File: src/rtl/dimm_cmd_responder.sv
// DIMM command responder: tracks 32 banks (open flag, open row, tRCD timer),
// checks ACT/RD/PRE/PREA legality, and plays back fixed-latency read bursts
// whose payload encodes the address that produced them.
module dimm_cmd_responder #(
    parameter int unsigned TRCD = 4,
    parameter int unsigned TCL  = 6,
    parameter int unsigned BL   = 8
) (
    input  logic        clk,
    input  logic        rst_n,
    input  logic        cmd_valid,
    output logic        cmd_ready,
    input  logic [2:0]  cmd_op,
    input  logic [2:0]  cmd_bg,
    input  logic [1:0]  cmd_ba,
    input  logic [15:0] cmd_row,
    input  logic [5:0]  cmd_col,
    output logic        rd_valid,
    output logic [31:0] rd_data,
    output logic        rd_last,
    output logic        err_valid,
    output logic [2:0]  err_code,
    output logic [5:0]  open_banks,
    output logic [15:0] rd_count
);

    localparam logic [2:0] OP_NOP  = 3'd0;
    localparam logic [2:0] OP_ACT  = 3'd1;
    localparam logic [2:0] OP_RD   = 3'd2;
    localparam logic [2:0] OP_PRE  = 3'd3;
    localparam logic [2:0] OP_PREA = 3'd4;

    localparam logic [2:0] ERR_ACT_OPEN   = 3'd1;
    localparam logic [2:0] ERR_RD_CLOSED  = 3'd2;
    localparam logic [2:0] ERR_RD_TRCD    = 3'd3;
    localparam logic [2:0] ERR_PRE_CLOSED = 3'd4;
    localparam logic [2:0] ERR_BAD_OP     = 3'd5;

    // Timer saturates at TRCD; a bank is RD-ready once it reaches that value.
    localparam logic [7:0] TRCD_C    = 8'(TRCD);
    // Output beats are registered, so the first beat appears TCL-1 edges
    // after the accepting edge; the wait counter covers the remaining edges.
    localparam logic [5:0] CL_WAIT   = 6'(TCL - 2);
    localparam logic [3:0] LAST_BEAT = 4'(BL - 1);

    typedef enum logic [1:0] {
        ST_IDLE    = 2'd0,
        ST_WAIT_CL = 2'd1,
        ST_BURST   = 2'd2
    } state_e;

    state_e       state_q, state_d;

    logic [31:0]  bank_open_q, bank_open_d;
    logic [15:0]  bank_row_q [32];
    logic [15:0]  bank_row_d [32];
    logic [7:0]   trcd_cnt_q [32];
    logic [7:0]   trcd_cnt_d [32];

    logic [4:0]   lat_idx_q, lat_idx_d;
    logic [15:0]  lat_row_q, lat_row_d;
    logic [5:0]   lat_col_q, lat_col_d;
    logic [5:0]   wait_q, wait_d;
    logic [3:0]   beat_q, beat_d;

    logic         rd_valid_q, rd_valid_d;
    logic         rd_last_q, rd_last_d;
    logic [31:0]  rd_data_q, rd_data_d;
    logic         err_valid_q, err_valid_d;
    logic [2:0]   err_code_q, err_code_d;
    logic [5:0]   open_banks_q, open_banks_d;
    logic [15:0]  rd_count_q, rd_count_d;

    logic         accept_s;
    logic         start_burst_s;
    logic [4:0]   cmd_idx_s;

    // Beat payload: {0, bank group, bank, row, column, beat index}.
    function automatic logic [31:0] beat_word(input logic [4:0]  idx,
                                              input logic [15:0] row,
                                              input logic [5:0]  col,
                                              input logic [3:0]  beat);
        return {1'b0, idx, row, col, beat};
    endfunction

    assign cmd_ready  = rst_n & (state_q == ST_IDLE);
    assign accept_s   = cmd_valid & cmd_ready;
    assign cmd_idx_s  = {cmd_bg, cmd_ba};

    assign rd_valid   = rd_valid_q;
    assign rd_last    = rd_last_q;
    assign rd_data    = rd_data_q;
    assign err_valid  = err_valid_q;
    assign err_code   = err_code_q;
    assign open_banks = open_banks_q;
    assign rd_count   = rd_count_q;

    // Bank table update, tRCD timers and command legality checking.
    always_comb begin
        bank_open_d   = bank_open_q;
        bank_row_d    = bank_row_q;
        open_banks_d  = open_banks_q;
        err_valid_d   = 1'b0;
        err_code_d    = 3'd0;
        start_burst_s = 1'b0;
        lat_idx_d     = lat_idx_q;
        lat_row_d     = lat_row_q;
        lat_col_d     = lat_col_q;

        for (int i = 0; i < 32; i++) begin
            if (bank_open_q[i] && (trcd_cnt_q[i] < TRCD_C)) begin
                trcd_cnt_d[i] = trcd_cnt_q[i] + 8'd1;
            end else begin
                trcd_cnt_d[i] = trcd_cnt_q[i];
            end
        end

        if (accept_s) begin
            case (cmd_op)
                OP_NOP: begin
                    err_valid_d = 1'b0;
                end
                OP_ACT: begin
                    if (bank_open_q[cmd_idx_s]) begin
                        err_valid_d = 1'b1;
                        err_code_d  = ERR_ACT_OPEN;
                    end else begin
                        bank_open_d[cmd_idx_s] = 1'b1;
                        bank_row_d[cmd_idx_s]  = cmd_row;
                        trcd_cnt_d[cmd_idx_s]  = 8'd1;
                        open_banks_d           = open_banks_q + 6'd1;
                    end
                end
                OP_RD: begin
                    if (!bank_open_q[cmd_idx_s]) begin
                        err_valid_d = 1'b1;
                        err_code_d  = ERR_RD_CLOSED;
                    end else if (trcd_cnt_q[cmd_idx_s] < TRCD_C) begin
                        err_valid_d = 1'b1;
                        err_code_d  = ERR_RD_TRCD;
                    end else begin
                        start_burst_s = 1'b1;
                        lat_idx_d     = cmd_idx_s;
                        lat_row_d     = bank_row_q[cmd_idx_s];
                        lat_col_d     = cmd_col;
                    end
                end
                OP_PRE: begin
                    if (!bank_open_q[cmd_idx_s]) begin
                        err_valid_d = 1'b1;
                        err_code_d  = ERR_PRE_CLOSED;
                    end else begin
                        bank_open_d[cmd_idx_s] = 1'b0;
                        trcd_cnt_d[cmd_idx_s]  = 8'd0;
                        open_banks_d           = open_banks_q - 6'd1;
                    end
                end
                OP_PREA: begin
                    bank_open_d  = 32'd0;
                    open_banks_d = 6'd0;
                    for (int i = 0; i < 32; i++) begin
                        trcd_cnt_d[i] = 8'd0;
                    end
                end
                default: begin
                    err_valid_d = 1'b1;
                    err_code_d  = ERR_BAD_OP;
                end
            endcase
        end else begin
            start_burst_s = 1'b0;
        end
    end

    // Burst FSM: next state, beat sequencing and registered read outputs.
    always_comb begin
        state_d    = state_q;
        wait_d     = wait_q;
        beat_d     = beat_q;
        rd_valid_d = 1'b0;
        rd_last_d  = 1'b0;
        rd_data_d  = 32'd0;
        rd_count_d = rd_count_q;

        case (state_q)
            ST_IDLE: begin
                if (start_burst_s) begin
                    state_d = ST_WAIT_CL;
                    wait_d  = CL_WAIT;
                end else begin
                    state_d = ST_IDLE;
                end
            end
            ST_WAIT_CL: begin
                if (wait_q == 6'd0) begin
                    state_d    = ST_BURST;
                    beat_d     = 4'd0;
                    rd_valid_d = 1'b1;
                    rd_last_d  = (LAST_BEAT == 4'd0);
                    rd_data_d  = beat_word(lat_idx_q, lat_row_q, lat_col_q, 4'd0);
                end else begin
                    wait_d = wait_q - 6'd1;
                end
            end
            ST_BURST: begin
                if (beat_q == LAST_BEAT) begin
                    state_d    = ST_IDLE;
                    rd_count_d = rd_count_q + 16'd1;
                end else begin
                    beat_d     = beat_q + 4'd1;
                    rd_valid_d = 1'b1;
                    rd_last_d  = ((beat_q + 4'd1) == LAST_BEAT);
                    rd_data_d  = beat_word(lat_idx_q, lat_row_q, lat_col_q, beat_q + 4'd1);
                end
            end
            default: begin
                state_d = ST_IDLE;
            end
        endcase
    end

    // Burst FSM state register.
    always_ff @(posedge clk or negedge rst_n) begin
        if (!rst_n) begin
            state_q <= ST_IDLE;
        end else begin
            state_q <= state_d;
        end
    end

    // Bank table, burst datapath and output registers.
    always_ff @(posedge clk or negedge rst_n) begin
        if (!rst_n) begin
            bank_open_q  <= 32'd0;
            for (int i = 0; i < 32; i++) begin
                bank_row_q[i] <= 16'd0;
                trcd_cnt_q[i] <= 8'd0;
            end
            lat_idx_q    <= 5'd0;
            lat_row_q    <= 16'd0;
            lat_col_q    <= 6'd0;
            wait_q       <= 6'd0;
            beat_q       <= 4'd0;
            rd_valid_q   <= 1'b0;
            rd_last_q    <= 1'b0;
            rd_data_q    <= 32'd0;
            err_valid_q  <= 1'b0;
            err_code_q   <= 3'd0;
            open_banks_q <= 6'd0;
            rd_count_q   <= 16'd0;
        end else begin
            bank_open_q  <= bank_open_d;
            bank_row_q   <= bank_row_d;
            trcd_cnt_q   <= trcd_cnt_d;
            lat_idx_q    <= lat_idx_d;
            lat_row_q    <= lat_row_d;
            lat_col_q    <= lat_col_d;
            wait_q       <= wait_d;
            beat_q       <= beat_d;
            rd_valid_q   <= rd_valid_d;
            rd_last_q    <= rd_last_d;
            rd_data_q    <= rd_data_d;
            err_valid_q  <= err_valid_d;
            err_code_q   <= err_code_d;
            open_banks_q <= open_banks_d;
            rd_count_q   <= rd_count_d;
        end
    end

endmodule

File: config.mk
export PLATFORM = sky130hd
export DESIGN_NAME = dimm_cmd_responder
export DESIGN_NICKNAME = d
export VERILOG_FILES = /design/src/rtl/dimm_cmd_responder.sv
export SDC_FILE = /design/constraint.sdc
export NUM_CORES = 1
export LEC_CHECK = 0
export CAP_MARGIN = 20
export CORE_ASPECT_RATIO = 0.8
export CORE_MARGIN = 4
export CORE_UTILIZATION = 50
export CTS_BUF_LIST = sky130_fd_sc_hd__clkbuf_8
export CTS_CLUSTER_DIAMETER = 40
export DETAILED_ROUTE_END_ITERATION = 10
export GPL_ROUTABILITY_DRIVEN = 0
export PLACE_DENSITY = 0.73
export SLEW_MARGIN = 20
export SYNTH_ARGS = -nofsm -noshare
export SYNTH_HDL_FRONTEND = slang
export SYNTH_SLANG_ARGS = --single-unit
File: constraint.sdc
create_clock -name clk -period 2.83 [get_ports clk]
set_input_delay 0.4245 -clock clk [delete_from_list [all_inputs] [get_ports clk]]
set_output_delay 0.4245 -clock clk [all_outputs]
set_load 0.02 [all_outputs]
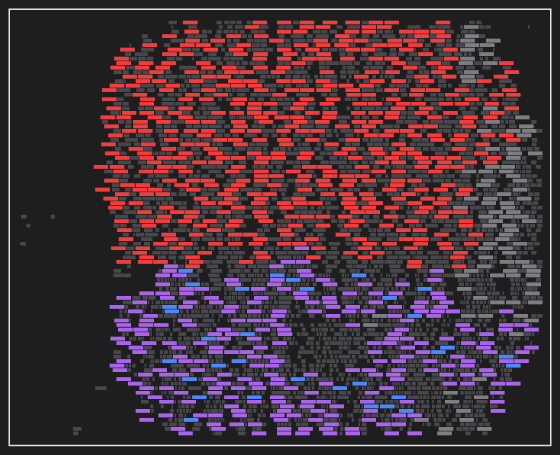
*Sequential cells grouped by signal name, run 1*
legend:
  red:
    netlist_name: bank_row_q
    flops: 512
  purple:
    netlist_name: trcd_cnt_q
    flops: 256
  blue:
    netlist_name: bank_open_q
    flops: 32
not coloured: 98

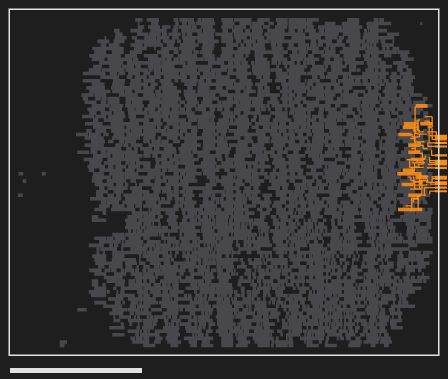
*Nets reached from selected ports, run 1*
Bar = 100 um.
legend:
  orange:
    port: rd_count
    bits: 16
    direction: output
    end_cells: 16
    wire: 521 um

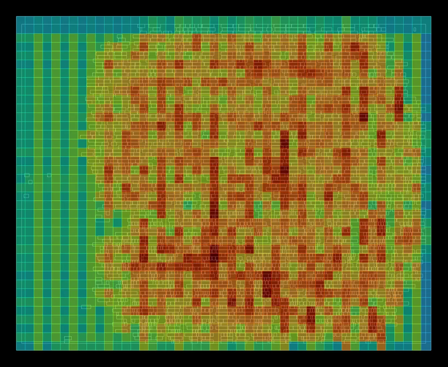
*Congestion heat map, run 1*
met1 usage in global routing: 32.5%
most crowded layer after global routing: met2

==> flow_metrics.rpt, run 1 <==
IMPLEMENTATION SUMMARY REPORT
----------------------------------------------------
[CTS]
  Master cell of the clock root buffer ........................ clkbuf_8
  CTS tree ........................ built
  # clock sinks ........................ ~900

[Setup path]
  Largest fanout on the critical path ........................ 7
  Crit path capture ........................ trcd_cnt_q[214]
  Setup Crit Path Kind ........................ reg2reg
  Worst reg-to-reg setup slack ........................ -0.05 ns
  Count of cell instances traversed by the critical path ........................ 11
  Critical-path cell list ........................ mux4_2, a22oi_2, nand4_4, buf_6, and2_4, or2_4, o21ai_4, buf_12, bufbuf_16, a21oi_2, nor2b_1

[Place]
  Buffers on Ports ........................ a little over 90
  Final HPWL DP ........................ 67300 um

[STA]
  Final hold vios ........................ 0
  Worst setup skew after layout ........................ between 0.03 and 0.04 ns
  Post-layout worst setup margin ........................ -0.0488 ns
  Final setup violation count ........................ about 79
  TNS Setup ........................ -1.27 ns
  Fmax ........................ 347 MHz

[Power]
  Power attributed to combinational cells ........................ ~3900 uW
  Portion of total power attributed to the clock network ........................ approximately two fifths
  Power per cell area ........................ 618 nW/um2

[Synth]
  Synthesized instance count ........................ between 2k and 3k
  Commonest cells in the synthesized netlist ........................ dfrtp_1 (898), mux2_2 (396), mux4_2 (143), nand2_1 (122)
  Synth Area in XOR/XNOR ........................ ~1.1%
  Main logic family after synthesis ........................ multiplexers
  Number of warnings reported in the yosys synthesis log ........................ 0
  Number of synthesized flops with an enable pin ........................ 0
  Total nets after synthesis ........................ roughly 3k
  Main area contributors ........................ dfrtp_1 (56%), mux2_2 (11%), mux4_2 (8.0%), mux2_1 (3.4%), nor2b_1 (1.7%)

[Route]
  Detailed-route wire length ........................ ~100000 um
  Average detailed-routed wire length per instance ........................ 23.5 um

[Finish]
  Number of flip-flops under the largest register name ........................ a little over 500

[Run status]
  Outcome ........................ finished, violations left
  Failing checks ........................ setup timing

----------------------------------------------------
run 1: area by class of cell:
cell class                 instances  share of cell area [%]
tap                             1034                    2.66
inverter                          62                   0.479
sequential                       898                    46.2
clock buffer                     179                    5.07
timing repair buffer             386                    8.52
antenna                            1                 0.00515
multi-input combinational       1784                    35.8
clock inverter                    87                    1.22
run 1: what timing repair did:
action / CTS / global route
pin swaps: 7 / 18
setup buffers: 3 / 10
hold buffers: 3 / 0
endpoints found under the hold margin: 106 / 0
endpoints found under the setup margin: 343 / 635
cloned: 1 / 8
gates resized: 32 / 158
run 1: routing by layer:
metal | part of all wire, % | GRT usage (%) | vias up
li1 | - | - | 11300
met1 | 43 | 32.5 | 13800
met2 | 46 | 37.7 | 1042
met3 | 8.8 | 7.30 | 174
met4 | 2.0 | 7.60 | 2
met5 | 0.012 | 0 | -
==> run 2, diff against run 1 <==
Settings changed: PLACE_DENSITY 0.73 to 0.69, RECOVER_POWER set to 50.
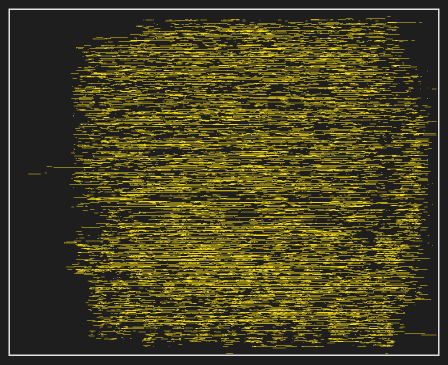
*The metal 1 layer, run 2*
share of all routed wire: 45%
nets with wire on the layer: 3196
longest straight run: 62.6 um
main direction: horizontal

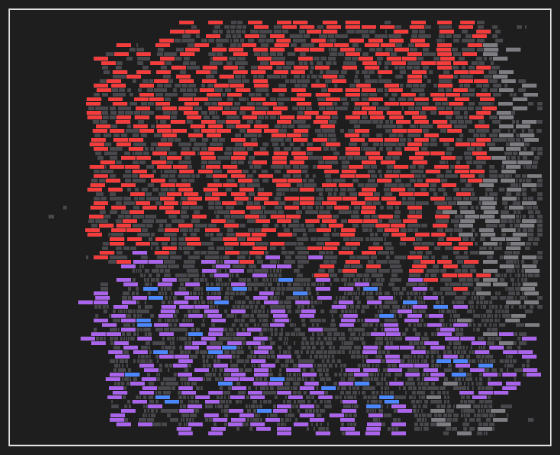
*Sequential cells grouped by signal name, run 2*
legend:
  red:
    netlist_name: bank_row_q
    flops: 512
  blue:
    netlist_name: bank_open_q
    flops: 32
  purple:
    netlist_name: trcd_cnt_q
    flops: 256
not coloured: 98

==> flow_metrics.rpt, run 2 <==
IMPLEMENTATION SUMMARY REPORT
----------------------------------------------------
[Run status]
  Outcome ........................ finished, violations left
  Failing checks ........................ setup timing

[Finish]
  Portion of the layout cell area used by non-clock buffers ........................ 8.03%
  Clock network share of area ........................ under 10%
  Sequential cells ........................ between 800 and 900
  Nonclk buf count ........................ roughly 390
  Largest cell class by area ........................ sequential cells
  Comb/total area ........................ between 30% and 40%
  Non-clock inverter instance count of the final layout ........................ about 62

[Route]
  Uppermost layer routed ........................ met5
  Met2 routed WL ........................ 46200 um
  Detailed-route wire length ........................ around 100000 um
  Average detailed-routed wire length per instance ........................ 22.9 um

[STA]
  Final hold vios ........................ 0
  Final setup violation count ........................ approximately 200
  Post-layout worst setup margin ........................ -0.0714 ns

[Power]
  Power per cell area ........................ between 600 and 700 nW/um2
  Portion of total power attributed to the clock network ........................ between 30% and 40%

[CTS]
  Post-CTS setup buffers ........................ 2
  # clock sinks ........................ between 800 and 900

[Synth]
  Total nets after synthesis ........................ between 3k and 4k

[Place]
  Buffers on Ports ........................ 92

[Setup path]
  Worst reg-to-reg setup slack ........................ -0.07 ns

[Global routing]
  Most crowded layer after global routing ........................ met2

[Die]
  Well Taps ........................ between 1k and 1.5k

----------------------------------------------------
## run 2: cell counts after synthesis
No cell type changed its count.
## run 2: kinds of logic (layout without fill, tap and decap cells)
logic type | Yosys count | after routing | synth area share, %
compound gates | 356 | 356 | 5.61
xor+xnor | 52 | 52 | 1.13
fa+ha+maj | 44 | 44 | 1.39
buf+inv | 244 | 706 | 2.96
flops | 898 | 898 | 55.8
mux | 722 | 722 | 24.4
other cells | 1 | 4 | 0.00931
simple gates | 609 | 609 | 8.75
## run 2: critical path, cell delays in order, from the launching register on
cell and delay [ns]:
dfrtp_1 0.38, mux4_2 0.56, a22oi_2 0.28, nand4_4 0.19, nor2_4 0.18, nand3_4 0.09, buf_12 0.16, clkbuf_16 0.21
nor2_4 0.14, buf_12 0.20, mux2_4 0.32
Power and IR drop assume default switching activity.
